--- src/rtl/ram_readout_streamer_if.sv ---
// Bundle for the RAM read port and the outbound valid/ready stream of ram_readout_streamer.
// The streamer holds the master side; the RAM and the host-link consumer hold the slave side.
interface ram_readout_streamer_if #(
  parameter int W  = 33,
  parameter int AW = 14
);
  logic [AW-1:0] ram_addr;
  logic [W-1:0]  ram_q;
  logic [W-1:0]  out_data;
  logic          out_valid;
  logic          out_ready;
  logic          out_last;

  modport master (
    output ram_addr,
    input  ram_q,
    output out_data,
    output out_valid,
    input  out_ready,
    output out_last
  );

  modport slave (
    input  ram_addr,
    output ram_q,
    input  out_data,
    input  out_valid,
    output out_ready,
    input  out_last
  );
endinterface

--- src/rtl/ram_readout_streamer.sv ---
// Sequential RAM readout onto a valid/ready stream, absorbing a fixed RAM read latency.
// Optional trailing XOR checksum word when READOUT_CHECKSUM_EN is defined.
module ram_readout_streamer #(
  parameter int NO_OF_DIGITS    = 10,
  parameter int RADIX_BITS      = 3,
  parameter int ADDRESS_WIDTH   = 14,
  parameter int MAX_RAM_ADDRESS = 4096,
  parameter int READ_LATENCY    = 2
) (
  input  logic                  i_clk,
  input  logic                  i_rst,
  input  logic                  i_start,
  ram_readout_streamer_if.master bus,
  output logic                  o_busy,
  output logic                  o_done
);

  localparam int W  = (NO_OF_DIGITS + 1) * RADIX_BITS;
  localparam int CW = (READ_LATENCY < 2) ? 1 : $clog2(READ_LATENCY + 1);

  localparam logic [CW-1:0]            CNT_LOAD  = CW'(READ_LATENCY);
  localparam logic [CW-1:0]            CNT_ONE   = CW'(1);
  localparam logic [ADDRESS_WIDTH-1:0] LAST_ADDR = ADDRESS_WIDTH'(MAX_RAM_ADDRESS - 1);
  localparam logic [ADDRESS_WIDTH-1:0] ADDR_ONE  = ADDRESS_WIDTH'(1);

  // state | meaning
  // IDLE  | waiting for start after reset
  // FETCH | address issued, counting down the RAM read latency
  // SEND  | data word presented, waiting for out_ready
  // CHK   | checksum word presented (checksum build only)
  // DONE  | readout complete, done held until the next start
  localparam logic [2:0] S_IDLE  = 3'd0;
  localparam logic [2:0] S_FETCH = 3'd1;
  localparam logic [2:0] S_SEND  = 3'd2;
  localparam logic [2:0] S_DONE  = 3'd4;
`ifdef READOUT_CHECKSUM_EN
  localparam logic [2:0] S_CHK        = 3'd3;
  localparam logic [2:0] S_AFTER_LAST = S_CHK;
`else
  localparam logic [2:0] S_AFTER_LAST = S_DONE;
`endif

  logic [2:0]               r_state;
  logic [CW-1:0]            r_cnt;
  logic [ADDRESS_WIDTH-1:0] r_addr;
  logic [W-1:0]             r_data;
  logic                     r_valid;
  logic                     r_last;
  logic                     r_busy;
  logic                     r_done;

  logic w_start_ok;
  logic w_fetch_hit;
  logic w_send_hs;
  logic w_at_last;
  logic w_finish;

  assign w_start_ok  = i_start && ((r_state == S_IDLE) || (r_state == S_DONE));
  assign w_fetch_hit = (r_state == S_FETCH) && (r_cnt == CNT_ONE);
  assign w_send_hs   = (r_state == S_SEND) && r_valid && bus.out_ready;
  assign w_at_last   = (r_addr == LAST_ADDR);

`ifdef READOUT_CHECKSUM_EN
  logic [W-1:0] r_csum;
  logic         w_chk_hs;

  assign w_chk_hs = (r_state == S_CHK) && r_valid && bus.out_ready;
  assign w_finish = w_chk_hs;

  // Accumulates every data word at its handshake; the last word is folded in when CHK is entered.
  always_ff @(posedge i_clk or posedge i_rst) begin
    if (i_rst) begin
      r_csum <= '0;
    end else if (w_start_ok) begin
      r_csum <= '0;
    end else if (w_send_hs) begin
      r_csum <= r_csum ^ r_data;
    end
  end
`else
  assign w_finish = w_send_hs && w_at_last;
`endif

  always_ff @(posedge i_clk or posedge i_rst) begin
    if (i_rst) begin
      r_state <= S_IDLE;
    end else begin
      case (r_state)
        S_IDLE, S_DONE: begin
          if (i_start) r_state <= S_FETCH;
        end
        S_FETCH: begin
          if (r_cnt == CNT_ONE) r_state <= S_SEND;
        end
        S_SEND: begin
          if (w_send_hs) r_state <= w_at_last ? S_AFTER_LAST : S_FETCH;
        end
`ifdef READOUT_CHECKSUM_EN
        S_CHK: begin
          if (w_chk_hs) r_state <= S_DONE;
        end
`endif
        default: r_state <= S_IDLE;
      endcase
    end
  end

  always_ff @(posedge i_clk or posedge i_rst) begin
    if (i_rst) begin
      r_cnt <= '0;
    end else if (w_start_ok || (w_send_hs && !w_at_last)) begin
      r_cnt <= CNT_LOAD;
    end else if (r_state == S_FETCH) begin
      r_cnt <= r_cnt - CNT_ONE;
    end
  end

  // Increment is gated below the last address, so the bus never wraps even at full 2^AW depth.
  always_ff @(posedge i_clk or posedge i_rst) begin
    if (i_rst) begin
      r_addr <= '0;
    end else if (w_start_ok) begin
      r_addr <= '0;
    end else if (w_send_hs && !w_at_last) begin
      r_addr <= r_addr + ADDR_ONE;
    end
  end

  always_ff @(posedge i_clk or posedge i_rst) begin
    if (i_rst) begin
      r_data <= '0;
    end else if (w_fetch_hit) begin
      r_data <= bus.ram_q;
`ifdef READOUT_CHECKSUM_EN
    end else if (w_send_hs && w_at_last) begin
      r_data <= r_csum ^ r_data;
`endif
    end
  end

  always_ff @(posedge i_clk or posedge i_rst) begin
    if (i_rst) begin
      r_valid <= 1'b0;
    end else if (w_fetch_hit) begin
      r_valid <= 1'b1;
    end else if (w_send_hs) begin
`ifdef READOUT_CHECKSUM_EN
      r_valid <= w_at_last;
`else
      r_valid <= 1'b0;
`endif
`ifdef READOUT_CHECKSUM_EN
    end else if (w_chk_hs) begin
      r_valid <= 1'b0;
`endif
    end
  end

  always_ff @(posedge i_clk or posedge i_rst) begin
    if (i_rst) begin
      r_last <= 1'b0;
`ifdef READOUT_CHECKSUM_EN
    end else if (w_send_hs && w_at_last) begin
      r_last <= 1'b1;
    end else if (w_chk_hs) begin
      r_last <= 1'b0;
`else
    end else if (w_fetch_hit) begin
      r_last <= w_at_last;
    end else if (w_send_hs) begin
      r_last <= 1'b0;
`endif
    end
  end

  always_ff @(posedge i_clk or posedge i_rst) begin
    if (i_rst) begin
      r_busy <= 1'b0;
      r_done <= 1'b0;
    end else if (w_start_ok) begin
      r_busy <= 1'b1;
      r_done <= 1'b0;
    end else if (w_finish) begin
      r_busy <= 1'b0;
      r_done <= 1'b1;
    end
  end

  assign bus.ram_addr  = r_addr;
  assign bus.out_data  = r_data;
  assign bus.out_valid = r_valid;
  assign bus.out_last  = r_last;
  assign o_busy        = r_busy;
  assign o_done        = r_done;

endmodule

--- src/flat_wrapper.sv ---
// flat-port wrapper written by rule: the top's interface ports become plain ports
module ram_readout_streamer_flat 
#(
  parameter int NO_OF_DIGITS    = 10,
  parameter int RADIX_BITS      = 3,
  parameter int ADDRESS_WIDTH   = 14,
  parameter int MAX_RAM_ADDRESS = 4096,
  parameter int READ_LATENCY    = 2
)
  (i_clk, i_rst, i_start, o_busy, o_done, bus_ram_addr, bus_ram_q, bus_out_data, bus_out_valid, bus_out_ready, bus_out_last);
  ram_readout_streamer_if #(.W((((1) + 1) * (4))), .AW((2))) bus_i ();
  input  logic i_clk;
  input  logic i_rst;
  input  logic i_start;
  output logic o_busy;
  output logic o_done;
  output wire logic [$bits(bus_i.ram_addr)-1:0] bus_ram_addr;
  input wire logic [$bits(bus_i.ram_q)-1:0] bus_ram_q;
  output wire logic [$bits(bus_i.out_data)-1:0] bus_out_data;
  output wire logic [$bits(bus_i.out_valid)-1:0] bus_out_valid;
  input wire logic [$bits(bus_i.out_ready)-1:0] bus_out_ready;
  output wire logic [$bits(bus_i.out_last)-1:0] bus_out_last;
  assign bus_ram_addr = bus_i.ram_addr;
  assign bus_i.ram_q = bus_ram_q;
  assign bus_out_data = bus_i.out_data;
  assign bus_out_valid = bus_i.out_valid;
  assign bus_i.out_ready = bus_out_ready;
  assign bus_out_last = bus_i.out_last;
  ram_readout_streamer #(.NO_OF_DIGITS(NO_OF_DIGITS), .RADIX_BITS(RADIX_BITS), .ADDRESS_WIDTH(ADDRESS_WIDTH), .MAX_RAM_ADDRESS(MAX_RAM_ADDRESS), .READ_LATENCY(READ_LATENCY)) u_core (.i_clk(i_clk), .i_rst(i_rst), .i_start(i_start), .bus(bus_i), .o_busy(o_busy), .o_done(o_done));
endmodule
--- config.mk ---
export PLATFORM = sky130hd
export DESIGN_NAME = ram_readout_streamer_flat
export DESIGN_NICKNAME = d
export VERILOG_FILES = /design/src/rtl/ram_readout_streamer_if.sv /design/src/rtl/ram_readout_streamer.sv /design/src/flat_wrapper.sv
export SDC_FILE = /design/constraint.sdc
export NUM_CORES = 1
export LEC_CHECK = 0
export CAP_MARGIN = 10
export CORE_AREA = 2 2 70 72
export CTS_BUF_LIST = sky130_fd_sc_hd__clkbuf_8
export DETAILED_ROUTE_END_ITERATION = 8
export DIE_AREA = 0 0 72 74
export GPL_ROUTABILITY_DRIVEN = 0
export PLACE_DENSITY = 0.53
export SETUP_SLACK_MARGIN = 0.5
export SKIP_CTS_REPAIR_TIMING = 1
export SYNTH_ARGS = -nofsm -noshare
export SYNTH_HDL_FRONTEND = slang
export SYNTH_SLANG_ARGS = --single-unit
--- constraint.sdc ---
create_clock -name i_clk -period 2.55 [get_ports i_clk]
set_input_delay 0.255 -clock i_clk [delete_from_list [all_inputs] [get_ports i_clk]]
set_output_delay 0.255 -clock i_clk [all_outputs]
set_load 0.02 [all_outputs]
**Run 1: zoomed window**

Region (0, 34) to (40, 74) um. Cells in gray, sequential cells in the stronger gray; small squares are vias.
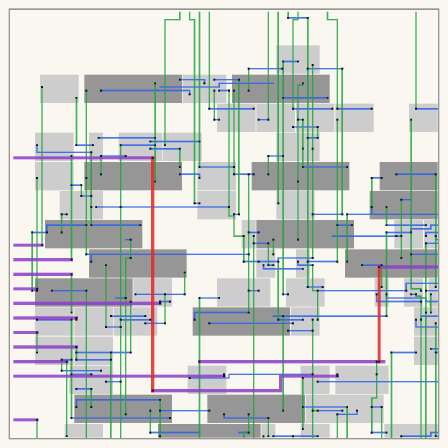
metal 3: in purple. metal 1: in blue. metal 4: in red. metal 2: in green.
61 logic cells have their middle in the window. Sequential cells in the window: 15. Netlist names of flops here include `u_core.r_data` (8), `u_core.r_state` (2). Most frequent: clkdlybuf4s50_1 (20), dfrtp_1 (14), mux2_2 (7).

**Run 1: metal layers overlaid**

Only two layers are drawn.
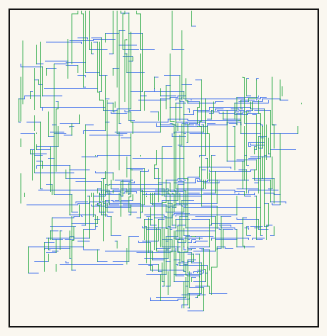
metal 1: in blue, wire length 1,520 um. metal 2: in green, wire length 1,820 um.
final WL: 3570 um
GRT Total Usage: 14.9%

**Run 1: I/O nets highlighted**

Bar = 20 um.
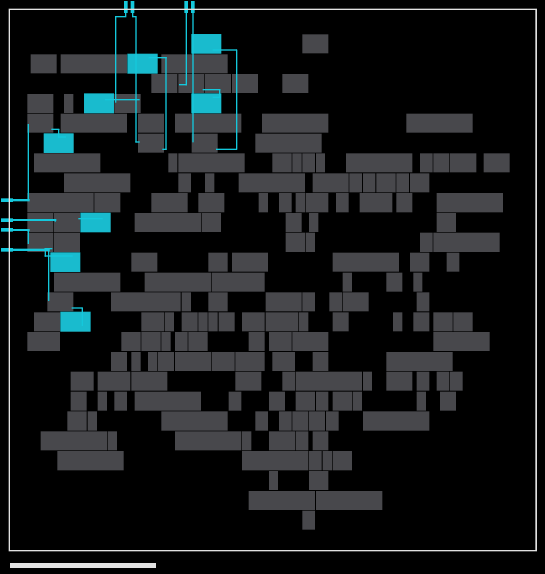
`bus_ram_q`: in cyan, bits 8, direction input, end cells 8, buffers 8, wire 155 um.
Top Ports: 26
# port buffers: 25

==> impl_metrics.py, run 1 <==
# Physical implementation metrics
metrics = {
    "cts": {
        "insertion_delay_ns": 0.27,
        "htreeDepth": 2,
        "clk_pin_slew_ns": 0.06,
    },
    "synthesis": {
        "synthTopCellsByArea": "dfrtp_1 (50%), mux2_2 (5.8%), a21oi_1 (3.5%)",
        "top_cells_by_count": "dfrtp_1 (31), nand2_1 (14), a21oi_1 (11)",
        "edf_count": 0,
        "ys_sh_mux_pct": 8.31,
        "synth-seq-cells": 31,
        "yosysChipArea_um2": 1570,
        "synth_top_area_share_pct": 49.6,
        "syn_area_um2": 1570,
        "synth_nets": 165,
        "synth_cells": 151,
        "ys_sh_simple_pct": 23.6,
    },
    "die": {
        "fp.coreArea_um2": 4600,
        "die_w_um": 72,
        "nWellTaps": 54,
    },
    "grt": {
        "grtUsageMet3_pct": 4.20,
        "first_global_vias": 1311,
    },
    "critical_path": {
        "crit_chain": "nand2b_4 -> or4b_4 -> or4_1 -> a21oi_1",
        "critPathMaxFanout": 8,
        "crit_buf_inv": 0,
        "required_ns": 2.75,
        "r2r_slack_ns": 0.59,
        "crit_end": "u_core.r_addr[9]",
    },
    "pwr": {
        "seq_power_share_pct": 40.7,
        "p_clk_uw": 357,
        "peakVddDrop_uv": 563,
        "pwr-share-clk_pct": 20.3,
        "power.internal_mw": 1.15,
        "power_density_nw_per_um2": 892,
    },
    "flow_run": {
        "cap_violations": 0,
    },
    "layout": {
        "register_area_um2": 777,
        "final_area_um2": 1970,
        "nClkBuffers": 5,
        "reg_top3": "u_core.r_addr x14, u_core.r_data x8, u_core.r_state x3",
        "seq_share_pct": 39.4,
        "mostFrequentLayoutCell": "dfrtp_1",
        "largest_class": "flip-flops and latches",
        "largest-register": "u_core.r_addr",
        "diodes": 0,
        "drive_above_1_share_pct": 16.6,
    },
    "run_status": {
        "status": "complete, no violations",
    },
    "sta": {
        "worst_slack_ns": 0.587,
        "skew_ns": 0.00110,
        "finalMaxSlewViolations": 0,
    },
    "place": {
        "place_area_um2": 1870,
    },
    "detailed_routing": {
        "drtPass1Iterations": 4,
        "route.met2.wl_um": 1820,
    },
}
**Run 1: register map, names as in the netlist**

Bar = 20 um.
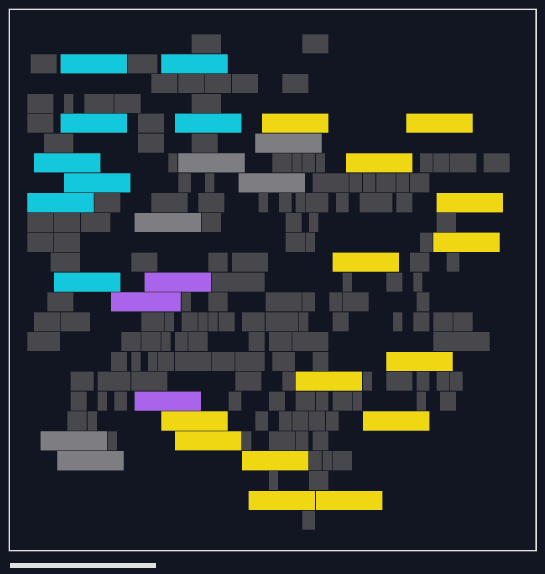

==> inputs of run 2 (changes only) <==
Clock period 2.55 ns to 1.83 ns, I/O delays scaled along.
**Run 2: register map, names as in the netlist**

Bar = 20 um.
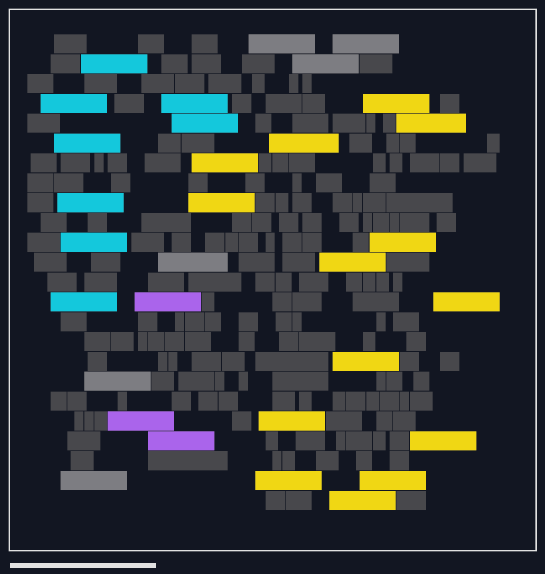
`u_core.r_state`: in purple, placed flops 3. `u_core.r_addr`: in yellow, placed flops 14. `u_core.r_data`: in cyan, placed flops 8, where north-west.

==> run 2 against run 1 <==
Clock-buffer cell count increased by 1. Sequential share of layout area is 6.8 points lower. Critical path depth unchanged. Register-to-register slack worse by 0.51 ns. Routed wire length increased by 9.8%. Via count up 9.2%. Worst setup slack got worse by 0.51 ns. Clock skew up 0.0037 ns. Synthesized area is the same. Core utilization up 9.1 points. Largest cell class is now multi-input combinational cells.
==> impl_metrics.py, run 2 <==
# Physical implementation metrics
metrics = {
    "critical_path": {
        "crit_end": "u_core.r_addr[11]",
        "critPathMaxFanout": 7,
        "r2r_slack_ns": 0.08,
        "crit_buf_inv": 0,
        "crit_chain": "and3_4 -> or4b_4 -> or4_1 -> a21oi_2",
        "required_ns": 2.04,
    },
    "die": {
        "die_w_um": 72,
        "fp.coreArea_um2": 4600,
    },
    "place": {
        "place_area_um2": 2090,
    },
    "sta": {
        "worst_slack_ns": 0.0820,
        "skew_ns": 0.00484,
        "finalMaxSlewViolations": 0,
    },
    "synthesis": {
        "ys_sh_simple_pct": 23.6,
        "synth_top_area_share_pct": 49.6,
        "synth-seq-cells": 31,
        "edf_count": 0,
        "synth_nets": 165,
        "syn_area_um2": 1570,
        "synth_cells": 151,
        "ys_sh_mux_pct": 8.31,
        "top_cells_by_count": "dfrtp_1 (31), nand2_1 (14), a21oi_1 (11)",
        "yosysChipArea_um2": 1570,
    },
    "layout": {
        "nClkBuffers": 6,
        "final_area_um2": 2390,
        "mostFrequentLayoutCell": "buf_4",
        "seq_share_pct": 32.5,
        "register_area_um2": 779,
    },
    "cts": {
        "clk_pin_slew_ns": 0.07,
        "htreeDepth": 2,
    },
    "grt": {
        "first_global_vias": 1380,
        "grtUsageMet3_pct": 3.66,
    },
    "pwr": {
        "peakVddDrop_uv": 630,
        "power.internal_mw": 1.94,
        "pwr-share-clk_pct": 24.4,
    },
    "flow_run": {
        "cap_violations": 0,
    },
    "run_status": {
        "status": "complete, no violations",
    },
    "detailed_routing": {
        "drtPass1Iterations": 6,
    },
}
**Run 2: clock routing**

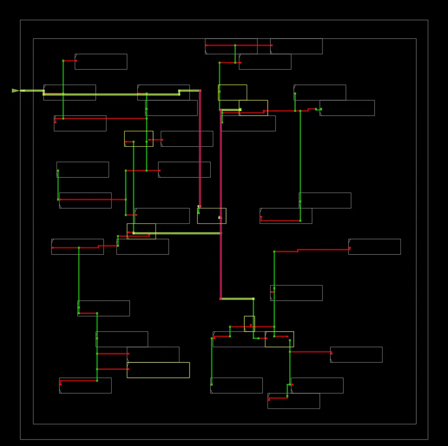
Num Clock Sinks: 31
clk_lat worst skew: 0.28 ns

**Run 2: I/O nets highlighted**

Bar = 20 um.
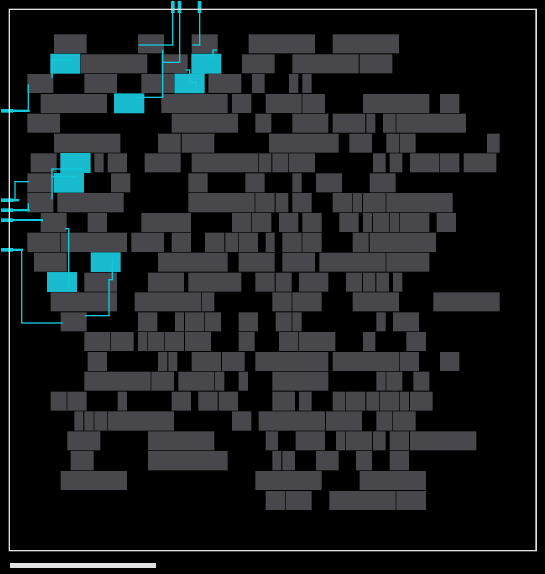

==> inputs of run 3 (changes only) <==
Settings changed: PLACE_DENSITY 0.53 to 0.55.
Clock period 1.83 ns to 1.57 ns, I/O delays scaled along.
**Run 3: I/O nets highlighted**

Bar = 20 um.
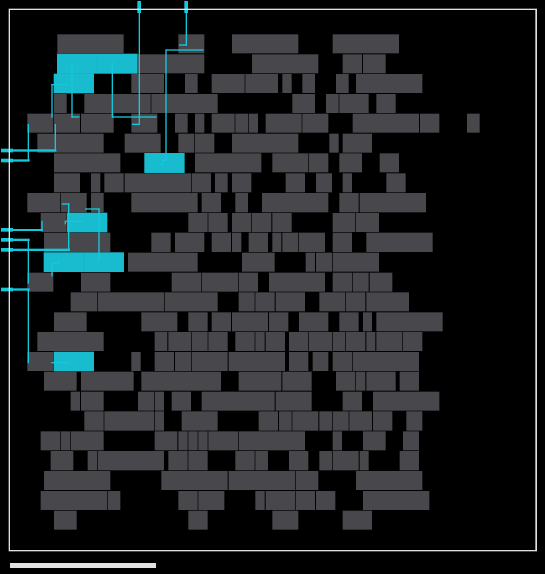
`bus_ram_q`: in cyan, bits 8, direction input, end cells 8, buffers 8, wire 145 um.

**Run 3: clock routing**

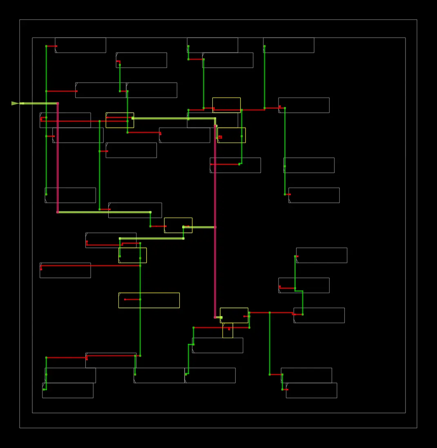
CTS buffer count: 5
P_clk: 830 uW

==> run 3 against run 2 <==
Final area is 8.6% higher. Synthesized area stayed put. First-iteration DRC count grew 16%. The flow now finishes with violations (setup timing). Flip-flop count stayed put. Critical path type unchanged. Critical endpoint is now u_core.r_addr[9].
==> impl_metrics.py, run 3 <==
# Physical implementation metrics
metrics = {
    "critical_path": {
        "crit_chain": "and3_2 -> or4b_4 -> or4_4 -> a21oi_2",
        "r2r_slack_ns": -0.17,
        "crit_buf_inv": 0,
        "crit_end": "u_core.r_addr[9]",
        "critPathMaxFanout": 7,
    },
    "cts": {
        "insertion_delay_ns": 0.28,
        "htreeDepth": 2,
        "clk_pin_slew_ns": 0.07,
    },
    "layout": {
        "largest_class": "multi-input combinational cells",
        "register_area_um2": 777,
        "drive_above_1_share_pct": 49.3,
        "mostFrequentLayoutCell": "buf_4",
        "largest-register": "u_core.r_addr",
        "diodes": 0,
        "final_area_um2": 2600,
        "reg_top3": "u_core.r_addr x14, u_core.r_data x8, u_core.r_state x3",
    },
    "grt": {
        "first_global_vias": 1521,
        "grtUsageTotal_pct": 16.5,
        "grtUsageMet3_pct": 5.28,
    },
    "sta": {
        "setup_viol": 15,
        "finalMaxSlewViolations": 0,
        "worst_slack_ns": -0.166,
    },
    "pwr": {
        "power.internal_mw": 2.41,
        "pwr-share-clk_pct": 23.1,
        "power_density_nw_per_um2": 1380,
        "peakVddDrop_uv": 935,
    },
    "die": {
        "die_w_um": 72,
        "nWellTaps": 54,
        "io_pins": 26,
    },
    "detailed_routing": {
        "drtPass1Iterations": 4,
        "route.met2.wl_um": 2270,
        "wl_um": 4230,
    },
    "run_status": {
        "violations": "setup timing",
        "status": "complete, but fails checks",
    },
    "synthesis": {
        "synth_cells": 151,
        "syn_area_um2": 1570,
        "ys_sh_simple_pct": 23.6,
        "top_cells_by_count": "dfrtp_1 (31), nand2_1 (14), a21oi_1 (11)",
        "synth_top_area_share_pct": 49.6,
        "synthTopCellsByArea": "dfrtp_1 (50%), mux2_2 (5.8%), a21oi_1 (3.5%)",
        "edf_count": 0,
        "yosysChipArea_um2": 1570,
        "ys_sh_mux_pct": 8.31,
    },
    "place": {
        "place_area_um2": 2210,
    },
}
Power is estimated from default activity; no workload was simulated.
